$ cat config.mk
export PLATFORM = sky130hd
export DESIGN_NAME = sata_txalign_sched
export DESIGN_NICKNAME = d
export VERILOG_FILES = /design/src/rtl/sata_txalign_sched.sv
export SDC_FILE = /design/constraint.sdc
export NUM_CORES = 1
export LEC_CHECK = 0
export CAP_MARGIN = 20
export CORE_UTILIZATION = 25
export CTS_BUF_LIST = sky130_fd_sc_hd__clkbuf_4
export DETAILED_ROUTE_END_ITERATION = 7
export PLACE_DENSITY = 0.57
export SYNTH_ARGS = -nofsm -noshare
export SYNTH_HDL_FRONTEND = slang
export SYNTH_SLANG_ARGS = --single-unit
$ cat constraint.sdc
create_clock -name i_tx_clk -period 1.8 [get_ports i_tx_clk]
set_input_delay 0.27 -clock i_tx_clk [delete_from_list [all_inputs] [get_ports i_tx_clk]]
set_output_delay 0.27 -clock i_tx_clk [all_outputs]
set_load 0.005 [all_outputs]
$ cat src/rtl/sata_txalign_sched.sv
// sata_txalign_sched: arbitrates TX dword slots between link-layer data, periodic ALIGN insertion and SYNC fill
module sata_txalign_sched #(
  parameter int          ALIGN_INTERVAL = 256,
  parameter int          ALIGN_COUNT    = 2,
  parameter logic [31:0] P_ALIGN        = 32'h7B4A4ABC,
  parameter logic [31:0] P_SYNC         = 32'hB5B5957C
) (
  input  logic        i_tx_clk,
  input  logic        i_reset,
  input  logic        i_link_up,
  input  logic        i_tx_ready,
  input  logic        i_valid,
  output logic        o_ready,
  input  logic        i_primitive,
  input  logic [31:0] i_data,
  output logic        o_tx_primitive,
  output logic [31:0] o_tx_data,
  output logic        o_in_align
);
  localparam int SW = $clog2(ALIGN_INTERVAL);
  localparam logic [SW-1:0] SLOT_LAST  = SW'(ALIGN_INTERVAL - 1);
  localparam logic [SW-1:0] ALIGN_LAST = SW'(ALIGN_COUNT - 1);
  typedef enum logic [1:0] {IDLE, ALIGN, DATA} state_t;
  state_t        state, state_n;
  logic [SW-1:0] slot, slot_n;
  logic          prim_n;
  logic [31:0]   data_n;
  assign o_ready    = i_link_up && i_tx_ready && (state == DATA);
  assign o_in_align = (state == ALIGN);
  // next state, slot and output word; link loss wins over everything, a stalled sequencer freezes all
  always_comb begin
    state_n = state;
    slot_n  = slot;
    prim_n  = o_tx_primitive;
    data_n  = o_tx_data;
    if (!i_link_up) begin
      state_n = IDLE;
      slot_n  = '0;
      prim_n  = 1'b1;
      data_n  = P_ALIGN;
    end else if (i_tx_ready) begin
      if (state == IDLE) begin
        state_n = ALIGN;
      end else begin
        slot_n = (slot == SLOT_LAST) ? '0 : slot + 1'b1;
        if (state == ALIGN) begin
          prim_n  = 1'b1;
          data_n  = P_ALIGN;
          state_n = (slot == ALIGN_LAST) ? DATA : ALIGN;
        end else begin
          prim_n  = i_valid ? i_primitive : 1'b1;
          data_n  = i_valid ? i_data : P_SYNC;
          state_n = (slot == SLOT_LAST) ? ALIGN : DATA;
        end
      end
    end
  end
  // state, slot counter and registered TX word
  always_ff @(posedge i_tx_clk or negedge i_reset) begin
    if (!i_reset) begin
      state          <= IDLE;
      slot           <= '0;
      o_tx_primitive <= 1'b1;
      o_tx_data      <= P_ALIGN;
    end else begin
      state          <= state_n;
      slot           <= slot_n;
      o_tx_primitive <= prim_n;
      o_tx_data      <= data_n;
    end
  end
endmodule

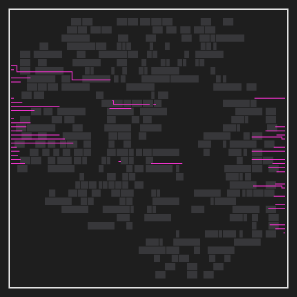
Fig. 1. Signal wires on met3 (run 1).
Drawn at 3 px/um.
wire length on this layer = 293 um
nets with wire on the layer = 40
longest straight run = 20.5 um
aggregate routed wire length: 4750 um
met3 track utilization from global routing: 0.0402
vias after detailed routing: 1616

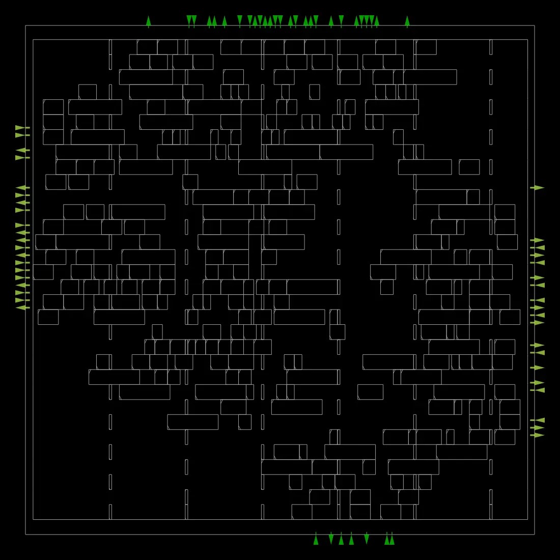
Fig. 2. Cell outlines without signal wires (run 1).
Post-Route Utilization: 0.384
sequential share of cell area: 0.367
Floorplan Core Area: 7810 um2
post-route non-filler standard cell count: 366

==> results.txt, run 1 <==
Flow results are below.

- After synthesis, the design contains 182 cells according to Yosys.
- The number of buffers and inverters on the critical path is 1, for reference.
- The critical path is of the flip-flop to output pin type.
- After detailed routing, no signal wire sits above met4.
- The final-layout setup total negative slack is 0 ns, for reference.
- The floorplan row count is 32, for reference.
- The internal portion of the total power is 1.52 mW.
- At the later pin of the worst-skew pair, clock insertion delay measures about 0.35 ns.
- The total count of max-transition violations in the final report is 0, for reference.
- The upper clock frequency limit is about 580 MHz, for reference.
- Ranking logic cells in the layout by count gives the top entries 70 x clkdlybuf4s50_1, 24 x dfrtp_1, 21 x a21oi_1, 18 x dfstp_2, 16 x nand2_1.
- The clock-net power is ~0.47 mW, for reference.
- The arrival time of data at the worst endpoint is listed as 1.45 ns.
- The flop-to-flop setup slack is roughly 0.28 ns, for reference.
- Setup repair after global routing left no endpoint under its margin.
- The pin count of the biggest net entering global routing is 29, for reference.
- The distinct cell type count after synthesis is 35, for reference.
- Hold-check failures listed in the final report amount to 0.
- The synthesized design contains between 40 and 50 register bits.
- For reference, the critical path cell chain is nor2b_4 -> clkdlybuf4s50_1.
- The number of logic gates is roughly 130, for reference.
- The via count of the first global-routing pass is around 1600, for reference.
- The mean routed wirelength per cell is between 10 and 15 um, for reference.
- The multi-input logic portion of the cell area is 0.285, for reference.
- The number of warnings printed during yosys synthesis is 0, for reference.
- The synthesized net count is about 220, for reference.
- Sorting the synthesized cells by area gives the leading types as dfrtp_1 31%, dfstp_2 23%, o31ai_2 7.4%.
- CTS reports a maximum clock tree buffer depth of 2.
- The instance tally after logic synthesis is roughly 180, for reference.
- The met1 global-route usage is 0.157, for reference.
- The overall routing resource usage is 0.117, for reference.
- The path class of the tightest hold or removal check is input pin to async pin.
- The multi-input logic area is roughly 860 um2, for reference.
- The detailed-routing wirelength on met1 is around 2200 um, for reference.
- During I/O placement, the number of pins put on the boundary was 73.
- According to the timing report, the data required time at the worst endpoint equals roughly 1.5 ns.
- The share of the synthesized netlist area taken by xor and xnor gates is 0.0172, for reference.
- The iteration count recorded for the first detailed-route pass is 4.
- The adder and majority cell fraction of the synthesized area is 0.0123, for reference.
- Per the detail_route log, met2 wirelength is between 2000 and 2500 um.
- The run finished with clean final reports.
- The critical path launch point is state[1]$_DFFE_PN0P_, for reference.
- The synthesis area per yosys is 2040 um2, for reference.
- The final RePlAce weighted congestion is roughly 0.8, for reference.
- The critical path endpoint category is an output pin, for reference.
- The post-synth count of flops with an enable pin is 0.
- The endpoint identified for the worst register-to-register timing path is slot[3]$_DFFE_PN0P_.
- The cell with the largest stage delay on the worst path is clkdlybuf4s50_1, for reference.
- The switching part of the total is 0.273, for reference.
- Once detailed placement completed, the half-perimeter wirelength came to roughly 3400 um.
- The total die area is between 8000 and 9000 um2, for reference.
- The portion of the layout cell area used by clock cells is 0.0171, for reference.
- Dividing the synthesized area by the synthesized cell count gives 11.2 um2.
- The portion of total power attributed to sequential cells is 0.534, for reference.
- The final cycle utilization of the critical path is 0.957, for reference.
- Across the placement rows, the number of tap cells is around 100.
- For this block, the initial DRC count from the detailed router was 45.
- For this run, the script counts the antenna cells in the layout as 0.
- The filler cell count is between 700 and 800, for reference.
- The power in combinational cells is between 0.5 and 0.6 mW, for reference.
- o_tx_data holds more flip-flops than any other register.
- The simple logic cell fraction of the synthesized area is 0.167, for reference.
- The wire length of the first global-routing pass is ~8000 um, for reference.
- TritonCTS built the clock tree.
- The top cell type in the final layout, fill and taps aside, is clkdlybuf4s50_1.
- The register with the most flip-flops in the layout has 32 of them.
- The kind of cell with the highest combined delay along the critical path is buffers and inverters.
- On met2, the global router reports a usage of 0.181.
- The count of buffers added on input and output ports is between 70 and 80.
- The registers of the reported paths see a clock transition of ~0.13 ns.
- The number of instances in the placed design is around 350, for reference.
- The synthesis stats list as the most numerous cell dfrtp_1.
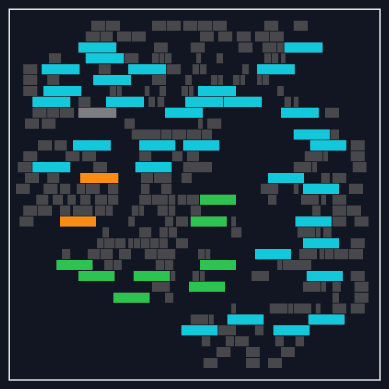
Fig. 3. Sequential cells grouped by signal name (run 1).
Drawn at 4 px/um. Other sequential cells in the stronger grey, the rest of the logic in the fainter grey.
slot -> green  # sequential cells 8
o_tx_data -> cyan  # sequential cells 32, where all over the die
state -> orange  # sequential cells 2
not coloured = 1
area taken by flip-flops and latches: 1100 um2
Seq power: 1.12 mW

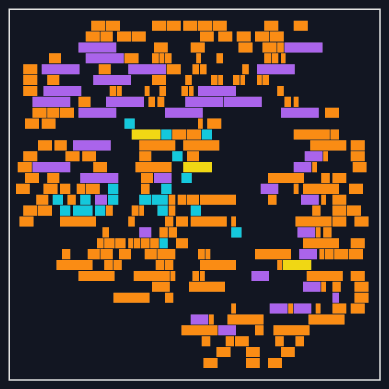
Fig. 4. Sizing map (run 1).
Drawn at 4 px/um.
_3 and _4 cells -> cyan  # cells 19, share 7.2%
_6 and larger -> yellow  # cells 3, share 1.1%
_0 and _1 cells -> orange  # cells 207, share 78%
_2 cells -> purple  # cells 35, share 13%
final setup margin: 0.0777 ns
number of non-clock buffers: 86
Layout Cell Area excl Fill: 3000 um2
Area growth syn-to-layout: 47.0%

Fig. 5: run 1, cell classes on the final placement
Drawn at 4 px/um.
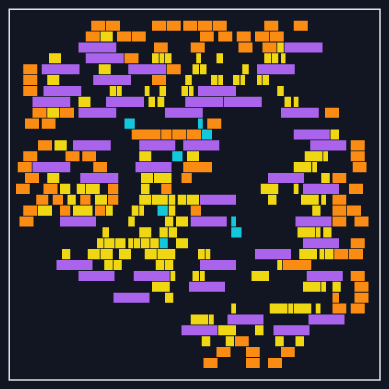

==> run 1 -> run 2 <==
CORE_UTILIZATION = 46   (was 25)
PLACE_DENSITY = 0.89   (was 0.57)
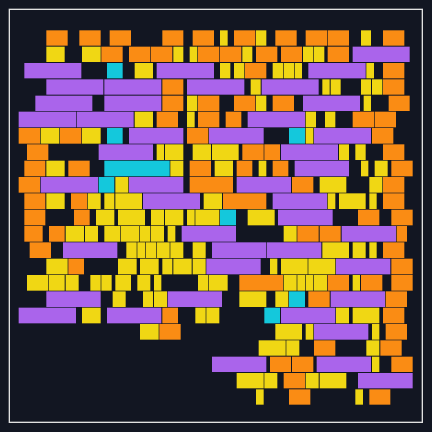
Fig. 6. Cell classes on the final placement (run 2).
Drawn at 6 px/um.
combinational and other logic -> yellow  # cells 127
sequential cells -> purple  # cells 43
clock drivers and dummy loads -> cyan  # cells 8
remaining buffers and delay cells -> orange  # cells 85
Post-Route Utilization: 0.717
total number of placement rows: 23
Layout Cell Area excl Fill: 2950 um2

==> results.txt, run 2 <==
Flow results are below.

- The run finished with clean final reports.
- The total die area is 4700 um2 (-45%), for reference.
- The number of enable flip-flop cells is 0 (unchanged), for reference.
- The number of logic gates is 126 (unchanged), for reference.
- The upper clock frequency limit was 573 MHz (-1.3%).
- The total cells reported by yosys after synthesis is 182 (unchanged), for reference.
- The slowest stage of the critical path belongs to the cell clkdlybuf4s50_1.
- The total iterations of the first detailed-routing run is 4 (unchanged), for reference.
- The total wirelength of the detailed-routed design was 4680 um (-1.4%).
- The met1 global-route usage is 0.289 (+0.132), for reference.
- In the detailed route, the total length drawn on met3 is 352 um.
- The number of buffers and inverters on the critical path came to 1 (unchanged).
- The startpoint of the lowest-slack register-to-register path is slot[0]$_DFFE_PN0P_, for reference.
- TritonCTS built the clock tree.
- The multi-input logic portion of the cell area was 0.288 (+0.00278).
- Post-CTS repair ended up resizing 2 cells.
- The type of the most critical hold path is input pin to async pin, for reference.
- The flip-flop and latch count after synthesis came to 43 (unchanged).
- The buffer depth of the longest clock path is 2 (unchanged), for reference.
- The critical path required time came to 1.53 ns (about the same).
- Per STA, the worst path accumulates the most delay in the family buffers and inverters.
- The number of endpoints with negative hold slack in the final report came to 0 (unchanged).
- The critical path endpoint category is an output pin, for reference.
- The internal power consumption is 1.70 mW (+11%), for reference.
- The vertical die size is about 69 um, for reference.
- The mean routed wirelength per cell was 15.0 um (+15%).
- The power consumed by sequential cells is 1.12 mW (about the same).
- The average footprint of a synthesized cell is 11.2 um2 (unchanged).
- The sequential cell area is 1100 um2 (unchanged), for reference.
- The critical path data arrival time was 1.47 ns (+0.02 ns).
- The number of instances in the placed design is 301 (-15%), for reference.
- The global-route met2 utilization is 0.335 (+0.153), for reference.
- The critical setup path kind is flip-flop to output pin, for reference.
- The area of the core region is 4120 um2 (-47%), for reference.
- The flip-flop count of the largest register, all copies and words added is 32 (unchanged), for reference.
- The total vias in the final route came to 1667 (+3.2%).
- The total global routing overflow is 0, for reference.
- The initial antenna violation count is 0.
- The total count of max-transition violations in the final report is 0 (unchanged).
- The flop-to-flop setup slack was 0.25 ns (-0.03 ns).
- The final instance count without filler cells is 313 (-14%), for reference.
- The clock-net power is 0.623 mW (+34%).
- The pin count of the biggest net entering global routing is 31 (+6.9%), for reference.
- The number of warnings printed during yosys synthesis is 0 (unchanged), for reference.
- The launch point of the critical path was reported as state[1]$_DFFE_PN0P_.
- The detailed-routing wirelength on met1 is 2020 um (-10%).
- The well-tap cell count was 50 (-51%).
- The most frequent logic cell in the layout is clkdlybuf4s50_1, for reference.
- The switching component of the power is 0.554 mW, for reference.
- The final RePlAce weighted congestion is 0.816 (+2.2%), for reference.
- The switching part of the total came to 0.246 (-0.0276).
- The share of the synthesized netlist area taken by xor and xnor gates is 0.0172 (unchanged), for reference.
- The via count of the first global-routing pass is 1553 (-4.7%), for reference.
- The number of ordinary and repair buffers in the finished layout is 85 (-1.2%), for reference.
- The distinct cell type count after synthesis came to 35 (unchanged).
- The adder and majority cell fraction of the synthesized area is 0.0123 (unchanged), for reference.
- The kind of start point of the critical path is a flip-flop, for reference.
- The portion of the layout cell area used by clock cells is 0.0280 (+0.0109).
- The most frequent cell after synthesis is dfrtp_1, for reference.
- Yosys attributes the largest share of cell area to dfrtp_1 31%, dfstp_2 23%, o31ai_2 7.4%.
- The number of port buffers came to 72 (unchanged).
- In this run the worst path has a maximum fanout of 3.
- The multi-input logic area is 851 um2 (-0.58%), for reference.
- The insertion delay to the later sink of the worst-skew pair is 0.36 ns (about the same), for reference.
- The overall routing resource usage is 0.214 (+0.0975).
- The final cycle utilization of the critical path was 0.969 (+0.0124).
- The initial detailed-routing violation count is 116 (+160%), for reference.
- The number of inserted diodes came to 0 (unchanged).
- Between the synthesized netlist and the finished layout, the area growth was recorded as 44.7%.
- The number of I/O pins is 73 (unchanged).
- By count the netlist is led by 25 x dfrtp_1, 21 x a21oi_1, 18 x dfstp_2.
- The sum of met2 wire segment lengths after detailed routing is 2250 um (+3.1%).
- The final-layout setup total negative slack was 0 ns (unchanged).
- The register containing the most flip-flops in the final layout is o_tx_data, for reference.
- The clock input transition at the sequential cells of the worst setup and hold paths was 0.13 ns (about the same).
- The detailed-placement wirelength estimate is 3250 um (-4.3%), for reference.
- The endpoint identified for the worst register-to-register timing path is slot[3]$_DFFE_PN0P_.
- The most common logic cells in the final layout are 70 x clkdlybuf4s50_1, 24 x dfrtp_1, 21 x a21oi_1, 18 x dfstp_2, 16 x nand2_1.
- The synthesis area per yosys is 2040 um2 (unchanged).
- The portion of total power attributed to sequential cells is 0.497 (-0.037).
- The wire length of the first global-routing pass is 7410 um (-7.2%).
- The minimum setup slack in the final design is 0.0554 ns (-0.0223 ns).
- The met3 track demand over resource was 0.0526 (+0.0124).
- The power in combinational cells is 0.511 mW (about the same), for reference.
- The die outline width is ~69 um, for reference.
- The maximum level of the CTS H-tree is 2, for reference.
- Setup repair after global routing left no endpoint under its margin.
- The instance tally after logic synthesis is 182 (unchanged), for reference.
- The synthesized net count was 222 (unchanged).
- The filler cell count came to 295 (-62%).
- The share of cell area taken by flip-flops and latches was 0.373 (+0.00575).
- The simple logic cell fraction of the synthesized area is 0.167 (unchanged).
Power is estimated from default activity; no workload was simulated.
